## src/rtl/line_mem_bridge.sv

```systemverilog
// ============================================================================
// line_mem_bridge
// Bridges the data cache's 128-bit line memory port onto a 32-bit valid/ready
// word memory bus. Line requests are queued in a small in-order FIFO, each is
// serialised into four word beats, and read lines are reassembled and pulsed
// back to the cache.
//
// Ports:
//   clk, rst        clock, asynchronous active-high reset
//   mem_req_*       line request from cache (single-cycle strobe, no ready)
//   mem_res_*       assembled read line + one-cycle completion pulse
//   ext_req_*       word beat request (valid/ready)
//   ext_res_*       in-order read word return (no backpressure)
//   busy            FIFO non-empty or a transfer in progress
//   err_overflow    sticky: a request was dropped on a full FIFO
// Revision: 1.0 - initial release
// ============================================================================
`default_nettype none

module line_mem_bridge #(
  parameter int FIFO_DEPTH = 2,
  parameter int ADDR_W     = 32
) (
  input  logic              clk,
  input  logic              rst,
  input  logic [ADDR_W-1:0] mem_req_addr,
  input  logic [127:0]      mem_req_data,
  input  logic              mem_req_rw,
  input  logic              mem_req_valid,
  output logic [127:0]      mem_res_data,
  output logic              mem_res_ready,
  output logic              ext_req_valid,
  input  logic              ext_req_ready,
  output logic [ADDR_W-1:0] ext_req_addr,
  output logic              ext_req_we,
  output logic [31:0]       ext_req_wdata,
  input  logic              ext_res_valid,
  input  logic [31:0]       ext_res_rdata,
  output logic              busy,
  output logic              err_overflow
);

  localparam int PTR_W = (FIFO_DEPTH > 1) ? $clog2(FIFO_DEPTH) : 1;
  localparam int CNT_W = $clog2(FIFO_DEPTH + 1);
  localparam int TAG_W = ADDR_W - 4;
  localparam logic [PTR_W-1:0] LAST_PTR = PTR_W'(FIFO_DEPTH - 1);
  localparam logic [CNT_W-1:0] FULL_CNT = CNT_W'(FIFO_DEPTH);

  typedef enum logic [1:0] {IDLE, SEND, WAIT_RD, RESP} state_t;

  // Request FIFO storage (data path only, no reset needed)
  logic [TAG_W-1:0] fifo_tag  [FIFO_DEPTH];
  logic             fifo_rw   [FIFO_DEPTH];
  logic [127:0]     fifo_data [FIFO_DEPTH];
  logic [PTR_W-1:0] wr_ptr, rd_ptr;
  logic [CNT_W-1:0] count;

  state_t       state;
  logic [TAG_W-1:0] tag;
  logic         rw;
  logic [127:0] data;
  logic [1:0]   beat;
  logic [2:0]   rcnt;
  logic [127:0] line;

  logic         pop, push, accept, capture;
  logic [2:0]   rcnt_next;
  logic [127:0] line_next;

  // Line offset bits are not part of the request.
  logic unused_addr_bits;
  assign unused_addr_bits = &{1'b0, mem_req_addr[3:0]};

  function automatic logic [PTR_W-1:0] ptr_inc(input logic [PTR_W-1:0] p);
    return (p == LAST_PTR) ? '0 : p + 1'b1;
  endfunction

  // A pop on the same edge frees a slot, so a push into a full FIFO succeeds.
  assign pop    = (state == IDLE) && (count != '0);
  assign push   = mem_req_valid && ((count != FULL_CNT) || pop);
  assign accept = (state == SEND) && ext_req_ready;

  // Words are only captured while a read transfer is in flight; anything
  // arriving in IDLE or during a write is stray and dropped.
  assign capture = ext_res_valid && (rcnt != 3'd4) &&
                   (((state == SEND) && !rw) || (state == WAIT_RD));
  assign rcnt_next = rcnt + {2'b00, capture};

  always_comb begin
    line_next = line;
    if (capture) line_next[{rcnt[1:0], 5'b0} +: 32] = ext_res_rdata;
  end

  always_ff @(posedge clk) begin
    if (push) begin
      fifo_tag[wr_ptr]  <= mem_req_addr[ADDR_W-1:4];
      fifo_rw[wr_ptr]   <= mem_req_rw;
      fifo_data[wr_ptr] <= mem_req_data;
    end
  end

  always_ff @(posedge clk or posedge rst) begin
    if (rst) begin
      wr_ptr        <= '0;
      rd_ptr        <= '0;
      count         <= '0;
      err_overflow  <= 1'b0;
      state         <= IDLE;
      tag           <= '0;
      rw            <= 1'b0;
      data          <= '0;
      beat          <= '0;
      rcnt          <= '0;
      line          <= '0;
      mem_res_ready <= 1'b0;
      mem_res_data  <= '0;
    end else begin
      if (push) wr_ptr <= ptr_inc(wr_ptr);
      if (pop)  rd_ptr <= ptr_inc(rd_ptr);
      count <= count + CNT_W'(push) - CNT_W'(pop);
      if (mem_req_valid && !push) err_overflow <= 1'b1;

      mem_res_ready <= 1'b0;
      if (capture) begin
        line <= line_next;
        rcnt <= rcnt_next;
      end

      case (state)
        IDLE: begin
          if (pop) begin
            tag   <= fifo_tag[rd_ptr];
            rw    <= fifo_rw[rd_ptr];
            data  <= fifo_data[rd_ptr];
            beat  <= '0;
            state <= SEND;
          end
        end
        SEND: begin
          if (accept) begin
            beat <= beat + 1'b1;
            if (beat == 2'd3) begin
              if (rw) begin
                state <= IDLE;
              end else if (rcnt_next == 3'd4) begin
                state         <= RESP;
                mem_res_ready <= 1'b1;
                mem_res_data  <= line_next;
              end else begin
                state <= WAIT_RD;
              end
            end
          end
        end
        WAIT_RD: begin
          if (rcnt_next == 3'd4) begin
            state         <= RESP;
            mem_res_ready <= 1'b1;
            mem_res_data  <= line_next;
          end
        end
        RESP: begin
          rcnt  <= '0;
          state <= IDLE;
        end
        default: state <= IDLE;
      endcase
    end
  end

  // Beat outputs derive purely from registers, so they hold while stalled.
  assign ext_req_valid = (state == SEND);
  assign ext_req_addr  = ext_req_valid ? {tag, beat, 2'b00} : '0;
  assign ext_req_we    = ext_req_valid && rw;
  assign ext_req_wdata = (ext_req_valid && rw) ? data[{beat, 5'b0} +: 32] : '0;
  assign busy          = (count != '0) || (state != IDLE);

endmodule

`default_nettype wire

```

## config.mk

```make
export PLATFORM = sky130hd
export DESIGN_NAME = line_mem_bridge
export DESIGN_NICKNAME = d
export VERILOG_FILES = /design/src/rtl/line_mem_bridge.sv
export SDC_FILE = /design/constraint.sdc
export NUM_CORES = 1
export LEC_CHECK = 0
export CAP_MARGIN = 20
export CORE_AREA = 4 4 408 289
export CTS_CLUSTER_DIAMETER = 200
export DETAILED_ROUTE_END_ITERATION = 7
export DIE_AREA = 0 0 412 293
export GPL_TIMING_DRIVEN = 0
export HOLD_SLACK_MARGIN = 0.15
export PLACE_DENSITY = 0.4
export SETUP_SLACK_MARGIN = 0.2
export SLEW_MARGIN = 30
export SYNTH_ARGS = -nofsm -noshare
export SYNTH_HDL_FRONTEND = slang
export SYNTH_SLANG_ARGS = --single-unit
```

## constraint.sdc

```tcl
create_clock -name clk -period 33.8 [get_ports clk]
set_clock_uncertainty 0.1 [all_clocks]
set_input_delay 6.76 -clock clk [delete_from_list [all_inputs] [get_ports clk]]
set_output_delay 6.76 -clock clk [all_outputs]
set_load 0.05 [all_outputs]
```

### Cell placement, run 1

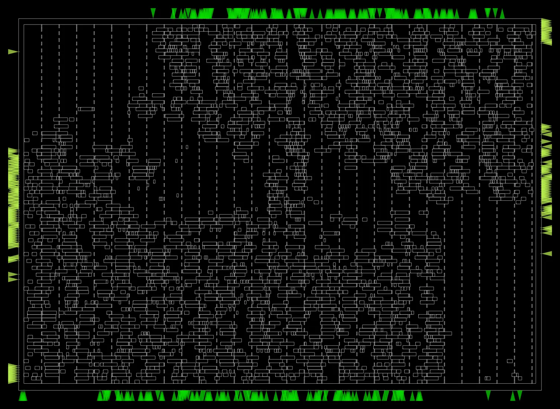
Seq area share: 53.65%
registers: 740
n_taps: 1,537

### M1 wires, run 1

Drawn at 1 px/um. Supply wires on this layer in gray. Cells faint in the background.
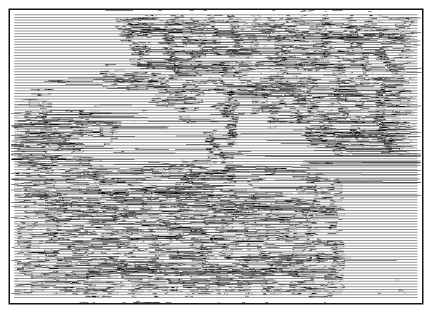
wire length on this layer: 40.2 mm
share of all routed wire: 45%

==> flow_summary.json, run 1 <==
{
  "status": "completed",
  "crit_path_frequent_cell": "clkbuf_1",
  "fillers": 11270,
  "vias_per_cell": 4.261,
  "postSynthSeqShare_pct": 70.78,
  "critPathMaxStageDelay_ns": 0.85,
  "rows": 104,
  "setup_tns_ns": 0,
  "synth-edff-count": 314,
  "grt_use_total_pct": 14.58,
  "min_path_cells": 2,
  "hp-class": "reg2reg",
  "p_leak_nw": 15.14,
  "cts_tree": "yes",
  "r2r-start": "rcnt[0]",
  "crit_family": "buffers and inverters",
  "crit_required_ns": 26.94,
  "area_growth_pct": 31.93,
  "final-comb-area_sq_um": 7709,
  "setup_viol": 0,
  "io_pins": 395,
  "holdWs_ns": 0.3679,
  "ff2ff_path_depth": 13,
  "worst_hold_path.endpoint": "tag[17]",
  "die_width_um": 412,
  "critPathBufInv": 3,
  "crit_path_cell_trace": "clkbuf_1 -> clkbuf_1 -> mux4_2 -> nor2b_1 -> clkdlybuf4s50_1",
  "antenna_found_initial": 20,
  "cp.arrival_ns": 3.68,
  "core_area_sq_um": 114100,
  "vias": 17590,
  "clkSinkCount": 740,
  "chip_area_sq_um": 120700,
  "drtIter0Drc": 975,
  "first_pass_iters": 5,
  "netlist_instances": 2023,
  "finalMaxSlewViolations": 0,
  "drive_gt1_share_pct": 8.746,
  "grt_pass1_wl_um": 129500,
  "crit_fanout": 10,
  "nets": 2726,
  "avgSynthCellArea_sq_um": 14.03,
  "synthArstFlopShare_pct": 57.57
}
### Wires at chosen ports, followed through buffers, run 1

Drawn at 1 px/um.
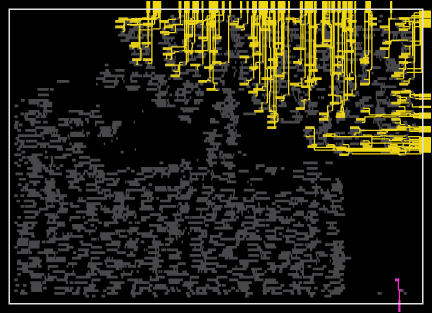
| color | port | bits | direction | end cells | buffers | wire |
|---|---|---|---|---|---|---|
| magenta | rst | 1 | input | 1 | 1 | 25.7 um |
| yellow | mem_res_data | 128 | output | 128 | 128 | 7,360 um |

==> run 1: per-stage QoR <==
| stage | worst slack [ns] | area, sq um |
|---|---|---|
| 2_1_floorplan | 15.08 | 28390 |
| 3_3_place_gp | 8.331 | 34190 |
| 3_5_place_dp | 23.83 | 34720 |
| 4_1_cts | 23.10 | 37410 |
| 5_1_grt | 23.08 | 37440 |
| 6_report | 23.26 | 37440 |
==> run 1: cell type report <==
type                    count  share of cell area [%]
repair buffers            409                   11.74
diodes                      7                 0.04678
plain buffers             122                   1.540
inverters                   8                  0.1002
clock inverters            29                  0.8889
clock buffers             122                   6.309
multi-input cells        1154                   20.59
flip-flops and latches    740                   53.65
well taps                1537                   5.136
==> run 1: per-layer routing <==
metal	vias to the layer above	wire [um]	share of wire (%)	GRT usage, %
li1	8146	-	-	-
met1	8931	40240	45	19.63
met2	367	41980	47	23.67
met3	129	4275	4.8	3.537
met4	16	1988	2.2	3.677
met5	-	91	0.10	0
==> run 1: flip-flops by register name, summed over array words and instances, names as in the netlist, named ones only <==
register and flops:
wr_ptr 1, rd_ptr 1, tag 28, mem_res_data 128
err_overflow 1, fifo_data 256, count 2, fifo_tag 56
fifo_rw 2, data 128, line 128, state 1
beat 2, rw 1, mem_res_ready 1, rcnt 3
==> run 1: worst max path at each step <==
stage	slack (ns)	endpoint
3_5_place_dp	23.83	ext_req_wdata[25]
4_1_cts	23.10	ext_req_wdata[25]
2_1_floorplan	15.08	async pin
3_3_place_gp	8.33	mem_res_data[27]
6_report	23.26	ext_req_wdata[24]
5_1_grt	23.08	ext_req_wdata[25]
==> run 1: worst reg2reg max path, stage by stage, from the launching register on <==
cell and delay (ns):
dfrtp_1 0.50, inv_1 0.16, ha_1 0.33, a21boi_4 0.29, a21boi_4 0.31, and2_1 0.17, ha_1 0.18, xor2_1 0.18
o2111ai_1 0.19, o21ai_2 0.14, o21ai_2 0.10, buf_4 0.22, buf_6 0.19, mux2_1 0.33
==> run 1: logic make-up after synthesis <==
logic type,synth area share (%)
mux,13.23
flops,70.78
xor+xnor,0.2160
other cells,0.01321
buf+inv,2.116
compound gates,5.784
fa+ha+maj,0.4849
simple gates,7.380
==> run 1: power by group <==
group	leakage, nW	internal (W)	switching [W]
logic	5.27	0.000348	0.000665
clock network	1.31	0.000499	0.000383
registers	8.57	0.00120	0.0000935
==> run 1: cell usage after synthesis (8+ instances only) <==
cell      number  share of area (%)
dfrtp_1      426                 38
nand2_1      422                5.6
edfxtp_1     314                 33
o21ai_0      274                4.8
mux2i_1      159                5.6
mux2_1       120                4.8
clkbuf_1      97                1.3
nor2b_1       34               0.75
mux4_2        32                2.5
and2_1        31               0.68
o21ai_1       15               0.26
buf_6         12               0.48
nor2_1        12               0.16
ha_1          11               0.48
inv_1          8               0.11
mux2_2         8               0.32
### Placement by cell class, run 1

Drawn at 1 px/um.
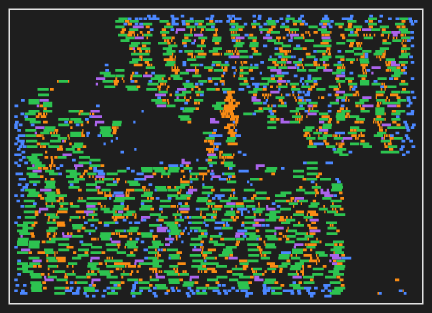

==> run 2, diff against run 1 <==
- clock period: 33.8 -> 10.8 ns (I/O delays scaled with it)
### Placement by cell class, run 2

Drawn at 1 px/um.
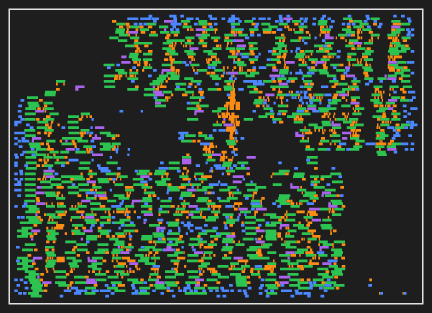
| color | class | cells | share of their area |
|---|---|---|---|
| purple | clock drivers and dummy loads | 144 | 7.4% |
| blue | remaining buffers and delay cells | 545 | 15% |
| green | sequential cells | 740 | 56% |
| orange | combinational and other logic | 1,162 | 22% |

### Wires at chosen ports, followed through buffers, run 2

Drawn at 1 px/um.
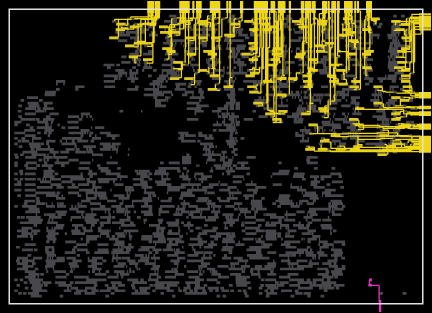
| color | port | bits | direction | end cells | buffers | wire |
|---|---|---|---|---|---|---|
| yellow | mem_res_data | 128 | output | 128 | 128 | 7,340 um |
| magenta | rst | 1 | input | 1 | 1 | 35.1 um |

==> flow_summary.json, run 2 <==
{
  "status": "completed",
  "final-comb-area_sq_um": 7714,
  "area_growth_pct": 32.76,
  "setup_slack_ns": 4.871,
  "synthAoiAreaFrac_pct": 5.784,
  "worst_hold_path.endpoint": "tag[8]",
  "top_cell_area_share_pct": 37.56,
  "first_pass_iters": 5,
  "top_register": "fifo_data",
  "grt_pass1_wl_um": 129400,
  "rows": 104,
  "top_cells_by_count": "dfrtp_1, nand2_1, edfxtp_1",
  "drive_gt1_share_pct": 9.108,
  "drtIter0Drc": 912,
  "io_pins": 395,
  "crit_path_cell_trace": "clkbuf_1 -> clkbuf_1 -> mux4_2 -> nor2b_1 -> clkdlybuf4s50_1",
  "top_area_cell": "dfrtp_1",
  "critPathBufInv": 3,
  "comb_power_share_pct": 31.9,
  "netlist_instances": 2023,
  "power.share.switching_pct": 35.50,
  "logic_family": "multiplexers",
  "crit_path_frequent_cell": "clkbuf_1",
  "p_leak_nw": 15.25,
  "crit_required_ns": 8.54,
  "synth.most_common_cell": "dfrtp_1",
  "cp.arrival_ns": 3.67,
  "post-place-ws_ns": 5.417,
  "postSynthSeqShare_pct": 70.78,
  "cts_tree": "yes"
}
run 2: final cells by class:
class | count | share of cell area, %
antenna | 9 | 0.05977
buffer | 122 | 1.527
clock buffer | 113 | 6.077
clock inverter | 31 | 0.9762
inverter | 8 | 0.08965
multi-input combinational | 1154 | 20.47
sequential | 740 | 53.31
tap | 1537 | 5.104
timing repair buffer | 423 | 12.38
run 2: cell families after synthesis:
family | count (synthesis)
AND/OR/NAND/NOR | 507
multiplexers | 319
flip-flops | 740
AND-OR/OR-AND | 308
buffers and inverters | 130
XOR/XNOR | 7
other | 1
adder cells (fa/ha/maj) | 11
run 2: per-layer routing:
metal  wire length, um  up-vias  share of wire [%]  global-route usage, %
met2             42190      366                 48                  23.73
met3              4201      136                4.7                  3.269
li1                  -     8185                  -                      -
met4              2187       12                2.5                  4.541
met1             40000     9033                 45                  19.42
met5                76        -              0.086                      0
run 2: how the worst max path moves through the flow:
stage | from | to | depth (start not counted) | slack (ns)
6_report | beat[1] | ext_req_wdata[26] | 5 | 4.87
5_1_grt | beat[1] | ext_req_wdata[27] | 5 | 4.67
4_1_cts | flop | ext_req_wdata[27] | 7 | 4.68
3_5_place_dp | flop | ext_req_wdata[27] | 7 | 5.42
3_3_place_gp | mem_req_valid | fifo_data[0][89] | 3 | -4.98
2_1_floorplan | mem_req_valid | fifo_data[0][0] | 2 | 1.26
run 2: power groups by stage:
| stage | clock (W) | sequential, W | combinational (W) |
|---|---|---|---|
| finish | 0.00277 | 0.00403 | 0.00318 |
| detailed placement | 0 | 0.00409 | 0.00327 |
| global placement | 0 | 0.00421 | 0.00308 |
| floorplan | 0 | 0.00412 | 0.00189 |
| global route | 0.00298 | 0.00410 | 0.00352 |
| CTS | 0.00287 | 0.00404 | 0.00328 |
run 2: per-stage QoR:
stage	instance area [sq um]	setup TNS (ns)	hold slack, ns
floorplan	28390	0	0.3418
global placement	34200	-1079.40	0.3577
detailed placement	34990	0	0.3617
CTS	37650	0	0.3756
global route	37670	0	0.3994
finish	37680	0	0.3646
run 2: worst reg2reg max path, cell delays in order, from the launching register on:
cell,delay (ns)
dfrtp_1,0.52
inv_1,0.18
ha_1,0.34
a21boi_4,0.29
a21boi_4,0.32
and2_1,0.16
ha_1,0.17
xor2_1,0.19
o2111ai_1,0.19
o21ai_2,0.14
o21ai_2,0.10
buf_4,0.22
buf_6,0.19
mux2_1,0.34
### Cell placement, run 2

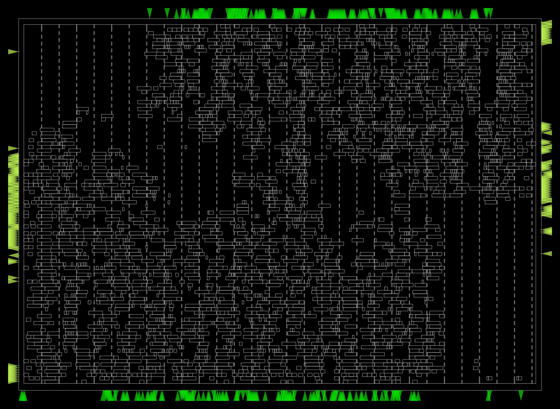

==> run 3, diff against run 2 <==
- PLACE_DENSITY: 0.4 -> 0.41
- clock period: 10.8 -> 5.12 ns (I/O delays scaled with it)
### Cell placement, run 3

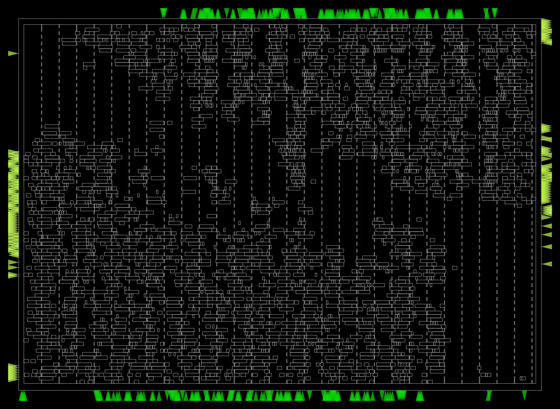
Core ar.: 114,100 sq um
Fillers: 11.25k
Cell Rows: 104
Cell Count, Final, Fillers Out: 4,137

### Wires at chosen ports, followed through buffers, run 3

Drawn at 1 px/um.
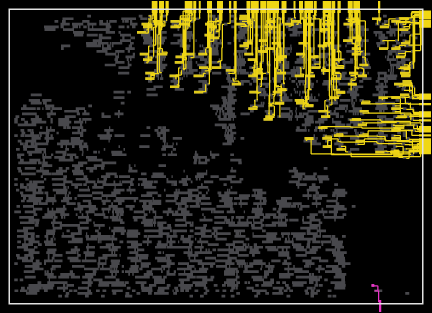
| color | port | bits | direction | end cells | buffers | wire |
|---|---|---|---|---|---|---|
| yellow | mem_res_data | 128 | output | 128 | 128 | 7,380 um |
| magenta | rst | 1 | input | 1 | 1 | 27.3 um |

==> flow_summary.json, run 3 <==
{
  "status": "completed",
  "top_register": "fifo_data",
  "drive_gt1_share_pct": 9.217,
  "first_pass_iters": 5,
  "chip_area_sq_um": 120700,
  "post-place-ws_ns": 0.6802,
  "finalMaxSlewViolations": 0,
  "grt_use_total_pct": 14.72,
  "critPathMaxStageDelay_ns": 0.83,
  "drtIter0Drc": 932,
  "synthAoiAreaFrac_pct": 5.784,
  "vias": 17770,
  "nets": 2736,
  "cts_tree": "yes",
  "largest_reg_flops": 256,
  "final-comb-area_sq_um": 7714,
  "top_cell_area_share_pct": 37.56,
  "postSynthSeqShare_pct": 70.78,
  "setup_slack_ns": 0.4523,
  "synth.most_common_cell": "dfrtp_1",
  "dpl_cell_area_sq_um": 35000,
  "synthMuxAreaShare_pct": 13.23,
  "grt_pass1_wl_um": 131000,
  "top_cells_by_area": "dfrtp_1, edfxtp_1, mux2i_1",
  "avgSynthCellArea_sq_um": 14.03,
  "yosys.area_share.adder_pct": 0.4849,
  "p_leak_nw": 15.33,
  "die_width_um": 412,
  "vias_per_cell": 4.296,
  "setup_viol": 0,
  "final_area_sq_um": 37720,
  "ys_sh_xor_pct": 0.2160,
  "crit_fanout": 11,
  "antenna_found_initial": 12,
  "crit_required_ns": 4.00,
  "simple_gate_share_pct": 7.380,
  "top_area_cell": "dfrtp_1",
  "hp-class": "reg2reg",
  "io_pins": 395,
  "synthArstFlopShare_pct": 57.57
}
run 3: cell counts after synthesis:
No cell type changed its count.
run 3: cell type report:
| class | count | area share (%) |
|---|---|---|
| sequential | 740 | 53.26 |
| multi-input combinational | 1154 | 20.45 |
| timing repair buffer | 421 | 12.38 |
| clock buffer | 107 | 5.765 |
| tap | 1537 | 5.099 |
| buffer | 122 | 1.539 |
| clock inverter | 41 | 1.367 |
| inverter | 8 | 0.08957 |
| antenna | 7 | 0.04644 |
run 3: path summary, 6_finish.rpt:
| path | startpoint | endpoint | slack [ns] | depth (start not counted) |
|---|---|---|---|---|
| max in group asynchronous | rst | tag[17] | 2.81 | 8 |
| setup / recovery | flop | ext_req_wdata[15] | 0.45 | 7 |
| setup reg to reg | rcnt[0] | mem_res_data[36] | 1.58 | 13 |
| hold reg to reg | tag[6] | tag[6] | 0.37 | 2 |
| min in group asynchronous | rst | data[6] | 0.64 | 2 |
| hold / removal | tag[6] | tag[6] | 0.37 | 2 |
run 3: kinds of logic after synthesis:
family                     count (synthesis)
other                                      1
xor gates and xnor gates                   7
muxes                                    319
adders and majority gates                 11
buffers and inverters                    130
and+or+nand+nor                          507
DFF                                      740
AOI/OAI and AO/OA                        308
run 3: through the flow:
stage / util [%] / TNS, ns / std cells / power [W] / hold WS [ns]
floorplan: - / -746.96 / 2024 / 0.01257 / 0.3418
global placement: 29.97 / -2499.80 / 3949 / 0.01524 / 0.3582
detailed placement: 30.67 / 0 / 3982 / 0.01553 / 0.3629
CTS: 33.02 / 0 / 4130 / 0.02162 / 0.3802
global route: 33.04 / 0 / 4130 / 0.02253 / 0.3942
finish: 33.05 / 0 / 4137 / 0.02120 / 0.3716
run 3: timing repair:
action,CTS,global route
setup endpoints to repair,9,1
cloned,0,0
gates resized,7,1
buffers inserted,0,0
run 3: power by group:
group	total (W)	switching (W)	internal, W	leakage, nW
Clock	0.00596	0.00252	0.00343	1.31
Combinational	0.00671	0.00441	0.00231	5.45
Sequential	0.00853	0.000640	0.00789	8.57
run 3: routing by layer:
layer | GRT usage [%] | routed length, um | up-vias
met3 | 3.633 | 4128 | 118
met2 | 23.68 | 41660 | 349
met1 | 20.14 | 41280 | 9136
li1 | - | - | 8156
met4 | 3.315 | 1730 | 12
met5 | 0 | 79 | -
run 3: critical path, delay by kind of cell, from the launching register on:
| family | cells | cell delay [ns] |
|---|---|---|
| DFF | 1 | 0.42 |
| adders and majority gates | 1 | 0.17 |
| and+or+nand+nor | 2 | 0.62 |
| buffers and inverters | 4 | 1.66 |
Power figures rest on the tool's default switching activity, not on a simulated workload.
